## config.mk

```make
export PLATFORM = sky130hd
export DESIGN_NAME = free_list
export DESIGN_NICKNAME = d
export VERILOG_FILES = /design/src/rtl/pipe_pkg.sv /design/src/rtl/fl_ptr_cnt.sv /design/src/rtl/free_list.sv
export SDC_FILE = /design/constraint.sdc
export NUM_CORES = 1
export LEC_CHECK = 0
export CAP_MARGIN = 20
export CORE_ASPECT_RATIO = 1.5
export CORE_MARGIN = 2
export CORE_UTILIZATION = 29
export DETAILED_ROUTE_END_ITERATION = 8
export GPL_ROUTABILITY_DRIVEN = 0
export PLACE_DENSITY = 0.55
export SYNTH_ARGS = -nofsm -noshare
export SYNTH_HDL_FRONTEND = slang
export SYNTH_SLANG_ARGS = --single-unit
```

## constraint.sdc

```tcl
create_clock -name clk -period 10.1 [get_ports clk]
set_input_delay 1.01 -clock clk [delete_from_list [all_inputs] [get_ports clk]]
set_output_delay 1.01 -clock clk [all_outputs]
set_load 0.05 [all_outputs]
```

## src/rtl/pipe_pkg.sv

```systemverilog
//==============================================================================
// Module      : pipe_pkg
// Description : Shared OoO pipeline constants and types (PR numbering, free list sizing).
// Revision    : 1.0 - initial release
//==============================================================================
`default_nettype none

package pipe_pkg;

   localparam int NUM_PR   = 64;
   localparam int NUM_AR   = 32;
   localparam int PR_W     = 6;
   localparam int ROB_W    = 4;
   localparam int FL_DEPTH = NUM_PR - NUM_AR;
   localparam int FL_PTR_W = $clog2(FL_DEPTH);

   typedef logic [PR_W-1:0] pr_t;

endpackage

`default_nettype wire

```

## src/rtl/fl_ptr_cnt.sv

```systemverilog
//==============================================================================
// Module      : fl_ptr_cnt
// Description : Head/tail pointers and occupancy count of the PR free list.
// Revision    : 1.0 - initial release
//==============================================================================
`default_nettype none

module fl_ptr_cnt
   import pipe_pkg::*;
(
   input  logic                clk,
   input  logic                rst,
   input  logic                alloc,
   input  logic                push,
   input  logic                restore,
   output logic [FL_PTR_W-1:0] head,
   output logic [FL_PTR_W-1:0] tail,
   output logic [FL_PTR_W:0]   count
);

   localparam logic [FL_PTR_W:0]   c_cnt_one   = (FL_PTR_W+1)'(1);
   localparam logic [FL_PTR_W:0]   c_cnt_reset = (FL_PTR_W+1)'(FL_DEPTH);
   localparam logic [FL_PTR_W-1:0] c_ptr_one   = FL_PTR_W'(1);

   logic [FL_PTR_W-1:0] r_head;
   logic [FL_PTR_W-1:0] r_tail;
   logic [FL_PTR_W:0]   r_count;
   logic [FL_PTR_W:0]   w_count_nxt;

   // alloc and restore never coincide because recovery blocks allocation
   always_comb begin
      w_count_nxt = r_count;
      if (push)    w_count_nxt = w_count_nxt + c_cnt_one;
      if (restore) w_count_nxt = w_count_nxt + c_cnt_one;
      if (alloc)   w_count_nxt = w_count_nxt - c_cnt_one;
   end

   always_ff @(posedge clk or posedge rst) begin
      if (rst) begin
         r_head  <= '0;
         r_tail  <= '0;
         r_count <= c_cnt_reset;
      end else begin
         if (alloc)        r_head <= r_head + c_ptr_one;
         else if (restore) r_head <= r_head - c_ptr_one;
         if (push)         r_tail <= r_tail + c_ptr_one;
         r_count <= w_count_nxt;
      end
   end

   assign head  = r_head;
   assign tail  = r_tail;
   assign count = r_count;

endmodule

`default_nettype wire

```

## src/rtl/free_list.sv

```systemverilog
//==============================================================================
// Module      : free_list
// Description : Circular FIFO of unallocated physical register numbers with
//               youngest-first recovery rollback. FREELIST_DUP_CHECK_EN adds
//               an in-list bitmap and a sticky err output.
// Revision    : 1.0 - initial release
//==============================================================================
`default_nettype none

module free_list
   import pipe_pkg::*;
(
   input  logic              clk,
   input  logic              rst,
   input  logic              alloc_req,
   input  logic              hazard_stall,
   output pr_t               alloc_pr,
   output logic              alloc_ok,
   input  logic              free_valid,
   input  pr_t               free_pr,
   input  logic              recover,
   input  logic              rec_restore,
   input  pr_t               rec_pr,
   output logic              empty,
   output logic              full,
   output logic [FL_PTR_W:0] count
`ifdef FREELIST_DUP_CHECK_EN
   ,
   output logic              err
`endif
);

   localparam logic [FL_PTR_W:0] c_full_cnt = (FL_PTR_W+1)'(FL_DEPTH);

   logic [FL_PTR_W-1:0] w_head;
   logic [FL_PTR_W-1:0] w_tail;
   logic                w_push;
   logic                w_restore;
   pr_t                 r_fifo [FL_DEPTH];

   assign empty     = (count == '0);
   assign full      = (count == c_full_cnt);
   assign alloc_ok  = alloc_req && !empty && !hazard_stall && !recover;
   assign w_push    = free_valid && !full;
   assign w_restore = recover && rec_restore;
   assign alloc_pr  = r_fifo[w_head];

   fl_ptr_cnt u_ptr_cnt (
      .clk     (clk),
      .rst     (rst),
      .alloc   (alloc_ok),
      .push    (w_push),
      .restore (w_restore),
      .head    (w_head),
      .tail    (w_tail),
      .count   (count)
   );

   // Array is flop-based so an async reset restores the PR32..63 image
   always_ff @(posedge clk or posedge rst) begin
      if (rst) begin
         for (int i = 0; i < FL_DEPTH; i++) r_fifo[i] <= pr_t'(NUM_AR + i);
      end else if (w_push) begin
         r_fifo[w_tail] <= free_pr;
      end
   end

`ifdef FREELIST_DUP_CHECK_EN
   logic [NUM_PR-1:0]   r_in_list;
   logic [NUM_PR-1:0]   w_in_list_nxt;
   logic [FL_PTR_W-1:0] w_head_prev;
   logic                w_err_set;
   logic                r_err;

   assign w_head_prev = w_head - FL_PTR_W'(1);

   always_comb begin
      w_in_list_nxt = r_in_list;
      if (alloc_ok)  w_in_list_nxt[alloc_pr] = 1'b0;
      if (w_push)    w_in_list_nxt[free_pr]  = 1'b1;
      if (w_restore) w_in_list_nxt[rec_pr]   = 1'b1;
   end

   assign w_err_set = (free_valid && full)
                   || (w_push && r_in_list[free_pr])
                   || (w_restore && (rec_pr != r_fifo[w_head_prev]));

   always_ff @(posedge clk or posedge rst) begin
      if (rst) begin
         r_in_list <= {{FL_DEPTH{1'b1}}, {NUM_AR{1'b0}}};
         r_err     <= 1'b0;
      end else begin
         r_in_list <= w_in_list_nxt;
         if (w_err_set) r_err <= 1'b1;
      end
   end

   assign err = r_err;
`endif

endmodule

`default_nettype wire
```

==> notes.md, run 1 <==
This memo summarizes the results of the implementation run.

STA
After layout, the worst setup slack is 5.079 ns. The max-slew violation count is 0. Derived from the worst setup path, the maximum achievable clock frequency is 199.2 MHz. After layout, the setup clock skew is reported as 0.01520 ns. The last timing report of the flow puts the setup violation total at 0.

Synthesis
The post-synthesis net count is 682. The number of warnings reported in the yosys synthesis log is 0. Per the post-synthesis stats, the area per cell is 15.45 um2. The basic-gate share of the synthesized area counting and, or, nand and nor cells is 0.04210. The proportion of synthesized flip-flops having asynchronous set or reset is 1.000.

The synthesized design contains 0 enable-type register cells. Per Yosys stat, the portion of area used by sequential elements is 0.5307. Per the synth stats, the flop cell with the highest instance count is dfstp_2. The xor and xnor area share after synthesis is 0.01652.

Of the post-synthesis cell area, the dominant cell type holds 0.2947. Ranked by instance count, the synthesized netlist is headed by 198 x mux2_2, 113 x dfstp_2, 95 x dfrtp_1. The post-synthesis adder-cell area fraction is 0.01441.

Power
The fraction of power spent switching nets is 0.3225. The share of total power dissipated in sequential elements is 0.407. The power in the clock group is 0.000806 W.

The power report lists cell-internal power as 0.002569 W. The total power draw is 0.003792 W. The portion of total power attributed to combinational logic is 0.381. The worst-case IR drop observed on VDD is 0.1720 mV. The power in sequential cells is 0.00154 W.

Finish
The layout summary lists the proportion of cells stronger than drive strength 1 as 0.6176. Measured on the final layout, buffering overhead outside the clock network stands at 0.03375. The number of flip-flops under the largest register name is 192.

The proportion of cell area spent on the clock network is 0.06141. The sequential cell count is 208. The count of placed standard cells in the final layout, fillers left out is 1105. The number of nets in the final layout is 695.

The largest cell class by area is registers. The area occupied by registers is 5351 um2. The flip-flop and latch share of the layout cell area is 0.4657. Once layout is done, the placed cells without fillers occupy 11490 um2. The most common logic cell in the final layout is mux2_2. The multi-input gate share of the layout cell area is 0.3884.

Placement
The post-placement cell area is 10790 um2. The buffer_ports step reported a buffer count of 27. Before CTS, the worst setup slack after placement is 5.514 ns.

Flow run
Summing over the stages, the warning tally comes to 38.

GRT
Routing resource usage on met3 recorded by global route was 0.02016. The via count of the first global-routing pass is 5882. The first global-routing pass estimated 34.24 mm of wire.

Drt
The total DRC errors in the routed layout is 0. The detailed router put a total of 8.518 mm of wire on met1. The routed wire length per instance is 19.34 um. The via count normalized by instance count is 4.827.

Min path
The path category of the worst min-delay check is reg2reg. For the worst min-delay path, the startpoint reported by OpenROAD is r_fifo[172]$_DFFE_PP0P_.

Setup path
The cell repeated most along the worst path is mux4_2. On the critical path the largest part of the delay comes from buffers and inverters. The class of the most critical setup path is reg2out.

Status
The flow ran to the end, and the final reports show no timing, DRC or antenna violations.

Floorplan
Row generation in the floorplan step produced 83 rows. The chip footprint is 36280 um2.

Clocking
The post-CTS hold buffer count recorded in the log is 0. Counting every sink on the clock net gives 208. The number of buffers added by the clock tree synthesis step is 21. The number of gates resized after CTS was 0. After clock tree synthesis, the clock-pin slew on the worst setup and hold paths is 0.06 ns.
**Run 1: signal wires on met4**

Cells faint in the background.
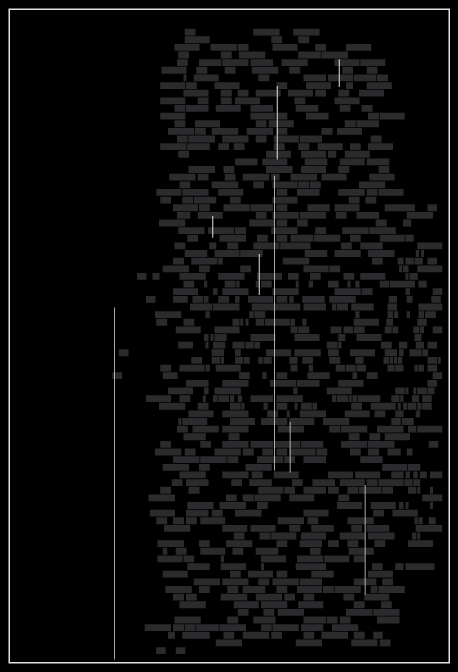
5 nets have wire on it. The longest straight run is 125 um. The layer holds 1.6% of the routed length. The layer carries 343 um of wire. The wires run mostly vertical.
via count of the routed design: 5334
Final Routed Wirelength: 21.38 mm

**Run 1: the metal 2 layer**

The bar under the picture is 50 um long. Cells faint in the background.
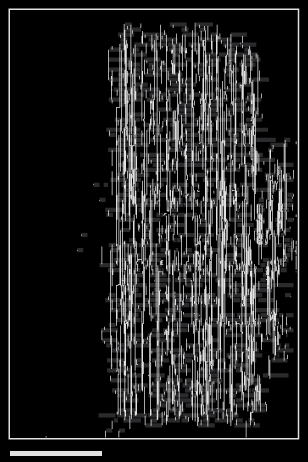
The wires run mostly vertical. The layer holds 55% of the routed length. 632 nets have wire on it.
M2 GR Usage: 0.2335

**Run 1: signal wires on met1**

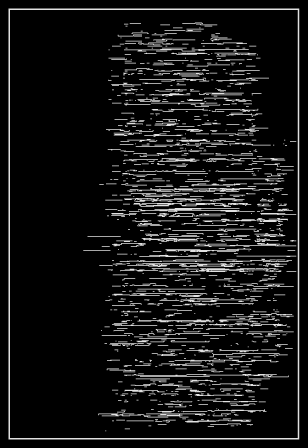
The longest straight run is 53.4 um. The layer carries 8520 um of wire. The layer holds 40% of the routed length. The wires run mostly horizontal. 642 nets have wire on it.
met1 capacity usage during global routing: 0.1389

**Run 1: signal wires on met3**

The bar under the picture is 50 um long.
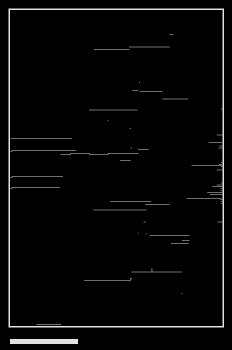

## Run 2: what changed since run 1
--- a/config.mk
+++ b/config.mk
@@ -11,7 +11,7 @@
 export CORE_UTILIZATION = 29
 export DETAILED_ROUTE_END_ITERATION = 8
 export GPL_ROUTABILITY_DRIVEN = 0
-export PLACE_DENSITY = 0.55
+export PLACE_DENSITY = 0.56
 export SYNTH_ARGS = -nofsm -noshare
 export SYNTH_HDL_FRONTEND = slang
 export SYNTH_SLANG_ARGS = --single-unit
==> constraint.sdc (replaced) <==
create_clock -name clk -period 4.45 [get_ports clk]
set_input_delay 0.445 -clock clk [delete_from_list [all_inputs] [get_ports clk]]
set_output_delay 0.445 -clock clk [all_outputs]
set_load 0.05 [all_outputs]
**Run 2: signal wires on met3**

The bar under the picture is 50 um long.
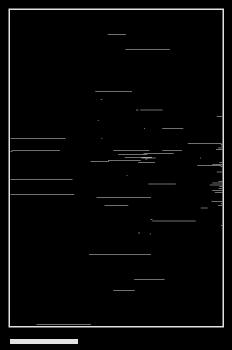
The wires run mostly horizontal. The longest straight run is 46.7 um. The layer holds 3.7% of the routed length. The layer carries 796 um of wire. 39 nets have wire on it.

==> notes.md, run 2 <==
This memo summarizes the results of the implementation run.

Synthesis
The average instance area after synthesis was 15.45 um2 (unchanged). The share of Yosys cell area claimed by the top area cell type is 0.2947 (unchanged). The number of flops mapped to enable cells by yosys came to 0 (unchanged).

Most common library cells after synthesis: 198 x mux2_2, 113 x dfstp_2, 95 x dfrtp_1 (unchanged). The xor and xnor area share after synthesis is 0.01652 (unchanged). The register share after synthesis was 0.5307 (unchanged). The post-synthesis net count is 682 (unchanged). The proportion of synthesized flip-flops having asynchronous set or reset is 1.000 (unchanged). The number of warnings reported in the yosys synthesis log is 0 (unchanged).

Setup path
The class of the most critical setup path is reg2out (unchanged). The cell repeated most along the worst path is mux4_2 (unchanged).

GRT
The global-route track usage on met2 came to 0.2322 (was 0.2335). The via count of the first global-routing pass is 5992 (was 5882). The met3 usage in global routing is 0.02034 (was 0.02016). The first-pass GRT wire length is 34.69 mm (was 34.24 mm).

Drt
The routed length on met1 was 8.448 mm (was 8.518 mm). The total vias in the final route was 5432 (was 5334). The via count normalized by instance count is 4.889 (was 4.827).

The wire length after detailed routing is 21.33 mm (was 21.38 mm). The routed wire length per instance was 19.20 um (was 19.34 um).

Power
The power in sequential cells is 0.00354 W (was 0.00154 W). The fraction of power spent switching nets was 0.3250 (was 0.3225). The power in the clock group is 0.00167 W (was 0.000806 W).

Finish
The share of post-route cells with drive strength above 1 is 0.6195 (was 0.6176). The area occupied by registers is 5351 um2 (unchanged). The commonest non-fill, non-tap cell in the layout is mux2_2 (unchanged). The number of nets in the final layout was 702 (was 695).

The sequential cell count is 208 (unchanged). The number of flip-flops under the largest register name is 192 (unchanged). The area share of buffers outside the clock network is 0.03945 (was 0.03375).

The final non-filler cell area is 11480 um2 (was 11490 um2). The flip-flop and latch share of the layout cell area was 0.4661 (was 0.4657).

Clocking
The total of hold buffers inserted after clock tree synthesis is 0 (unchanged).

STA
The setup slack of the critical path after layout is 0.3882 ns (was 5.079 ns). Static timing analysis puts the maximum clock frequency at 246.2 MHz. The clock skew is 0.01258 ns (was 0.01520 ns).

Flow run
The total tool warning count came to 36 (was 38).

Placement
The placement-stage cell area is 10850 um2 (was 10790 um2).

Status
Result of the run: finished clean (unchanged).
**Run 2: the metal 2 layer**

The bar under the picture is 50 um long. Cells faint in the background.
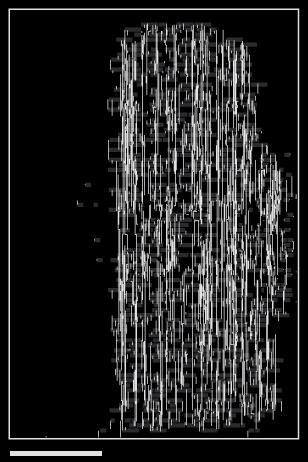

## Run 3: what changed since run 2
--- a/config.mk
+++ b/config.mk
@@ -11,7 +11,7 @@
 export CORE_UTILIZATION = 29
 export DETAILED_ROUTE_END_ITERATION = 8
 export GPL_ROUTABILITY_DRIVEN = 0
-export PLACE_DENSITY = 0.56
+export PLACE_DENSITY = 0.55
 export SYNTH_ARGS = -nofsm -noshare
 export SYNTH_HDL_FRONTEND = slang
 export SYNTH_SLANG_ARGS = --single-unit
==> constraint.sdc (replaced) <==
create_clock -name clk -period 3.8 [get_ports clk]
set_input_delay 0.38 -clock clk [delete_from_list [all_inputs] [get_ports clk]]
set_output_delay 0.38 -clock clk [all_outputs]
set_load 0.05 [all_outputs]
**Run 3: the metal 2 layer**

The bar under the picture is 50 um long. Cells faint in the background.
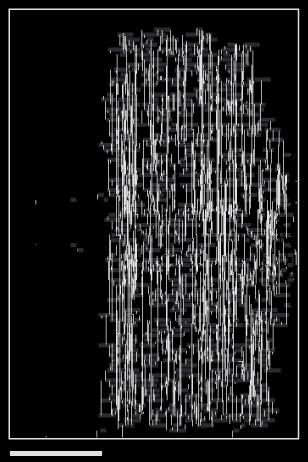
The longest straight run is 95.9 um. The wires run mostly vertical. 647 nets have wire on it. The layer holds 54% of the routed length. The layer carries 11800 um of wire.
M2 GR Usage: 0.2337
via count of the routed design: 5472

==> notes.md, run 3 <==
This memo summarizes the results of the implementation run.

Status
Result of the run: finished clean (unchanged).

Finish
The commonest non-fill, non-tap cell in the layout is mux2_2 (unchanged). The sequential cell count came to 208 (unchanged). The proportion of cell area spent on the clock network was 0.06410 (was 0.05525). The flip-flop and latch share of the layout cell area is 0.4592 (was 0.4661). The number of flip-flops under the largest register name is 192 (unchanged). The number of non-clock inverters is 11 (unchanged). The final non-filler cell area came to 11650 um2 (was 11480 um2). The count of placed standard cells in the final layout, fillers left out is 1115 (was 1111). The number of nets in the final layout is 706 (was 702). The area share of buffers outside the clock network came to 0.04402 (was 0.03945).

The share of post-route cells with drive strength above 1 is 0.6391 (was 0.6195). The largest cell class by area is registers (unchanged). The multi-input gate share of the layout cell area is 0.3830 (was 0.3887). The area occupied by registers is 5351 um2 (unchanged).

Min path
The path category of the worst min-delay check is in2async (unchanged).

Drt
The met2 wire length is 11.83 mm (was 11.64 mm). The total DRC errors in the routed layout is 0 (unchanged). The routed length on met1 was 8.700 mm (was 8.448 mm). The wire length after detailed routing was 21.71 mm (was 21.33 mm). The via count normalized by instance count is 4.908 (was 4.889).

Synthesis
The xor and xnor area share after synthesis is 0.01652 (unchanged). The proportion of synthesized flip-flops having asynchronous set or reset is 1.000 (unchanged). The share of Yosys cell area claimed by the top area cell type was 0.2947 (unchanged). The post-synthesis adder-cell area fraction came to 0.01441 (unchanged).

The register share after synthesis is 0.5307 (unchanged). The average instance area after synthesis was 15.45 um2 (unchanged). Most common library cells after synthesis: 198 x mux2_2, 113 x dfstp_2, 95 x dfrtp_1 (unchanged).

The prevailing post-synth register cell is dfstp_2 (unchanged). The number of flops mapped to enable cells by yosys is 0 (unchanged). The number of warnings reported in the yosys synthesis log is 0 (unchanged). The basic-gate share of the synthesized area counting and, or, nand and nor cells is 0.04210 (unchanged).

Power
The peak supply drop is 0.4476 mV (was 0.4187 mV). The power in the clock group is 0.00224 W (was 0.00167 W). The portion of total power attributed to combinational logic is 0.374 (was 0.387). The power in sequential cells is 0.00418 W (was 0.00354 W).

The internal power is 0.006950 W (was 0.005735 W).

Placement
The pre-CTS setup slack was 0.6846 ns (was 0.8640 ns). The placement-stage cell area is 10890 um2 (was 10850 um2). The count of buffers from port buffering was 27 (unchanged).

Floorplan
The chip footprint is 36280 um2 (unchanged).

GRT
The first-pass GRT wire length is 34.80 mm (was 34.69 mm). The met3 usage in global routing is 0.02072 (was 0.02034). The met1 layer usage reported by global route is 0.1443 (was 0.1428). The via count of the first global-routing pass came to 5948 (was 5992).

Clocking
The total of hold buffers inserted after clock tree synthesis is 0 (unchanged). The number of levels in the clock H-tree is 1 (unchanged). The clock sink count came to 208 (unchanged). The number of buffers added by the clock tree synthesis step was 20 (unchanged). The clock transition at the registers of the reported paths is 0.06 ns (was 0.07 ns).

The number of resized instances in the post-cts repair step is 0 (unchanged).

STA
The setup slack of the critical path after layout is 0.1815 ns (was 0.3882 ns). The clock skew is 0.01603 ns (was 0.01258 ns). The max-slew violation count is 0 (unchanged). The highest clock frequency the design can meet is 276.4 MHz.

The number of setup violations in the final report was 0 (unchanged).

Setup path
The class of the most critical setup path is reg2out (unchanged). The delay contributed by the slowest stage of the critical path came to 0.82 ns (was 0.72 ns). The kind of cell adding the most delay to the critical path is buffers and inverters (was multiplexers).

Flow run
The total tool warning count is 36 (unchanged).
Power and IR drop assume default switching activity.
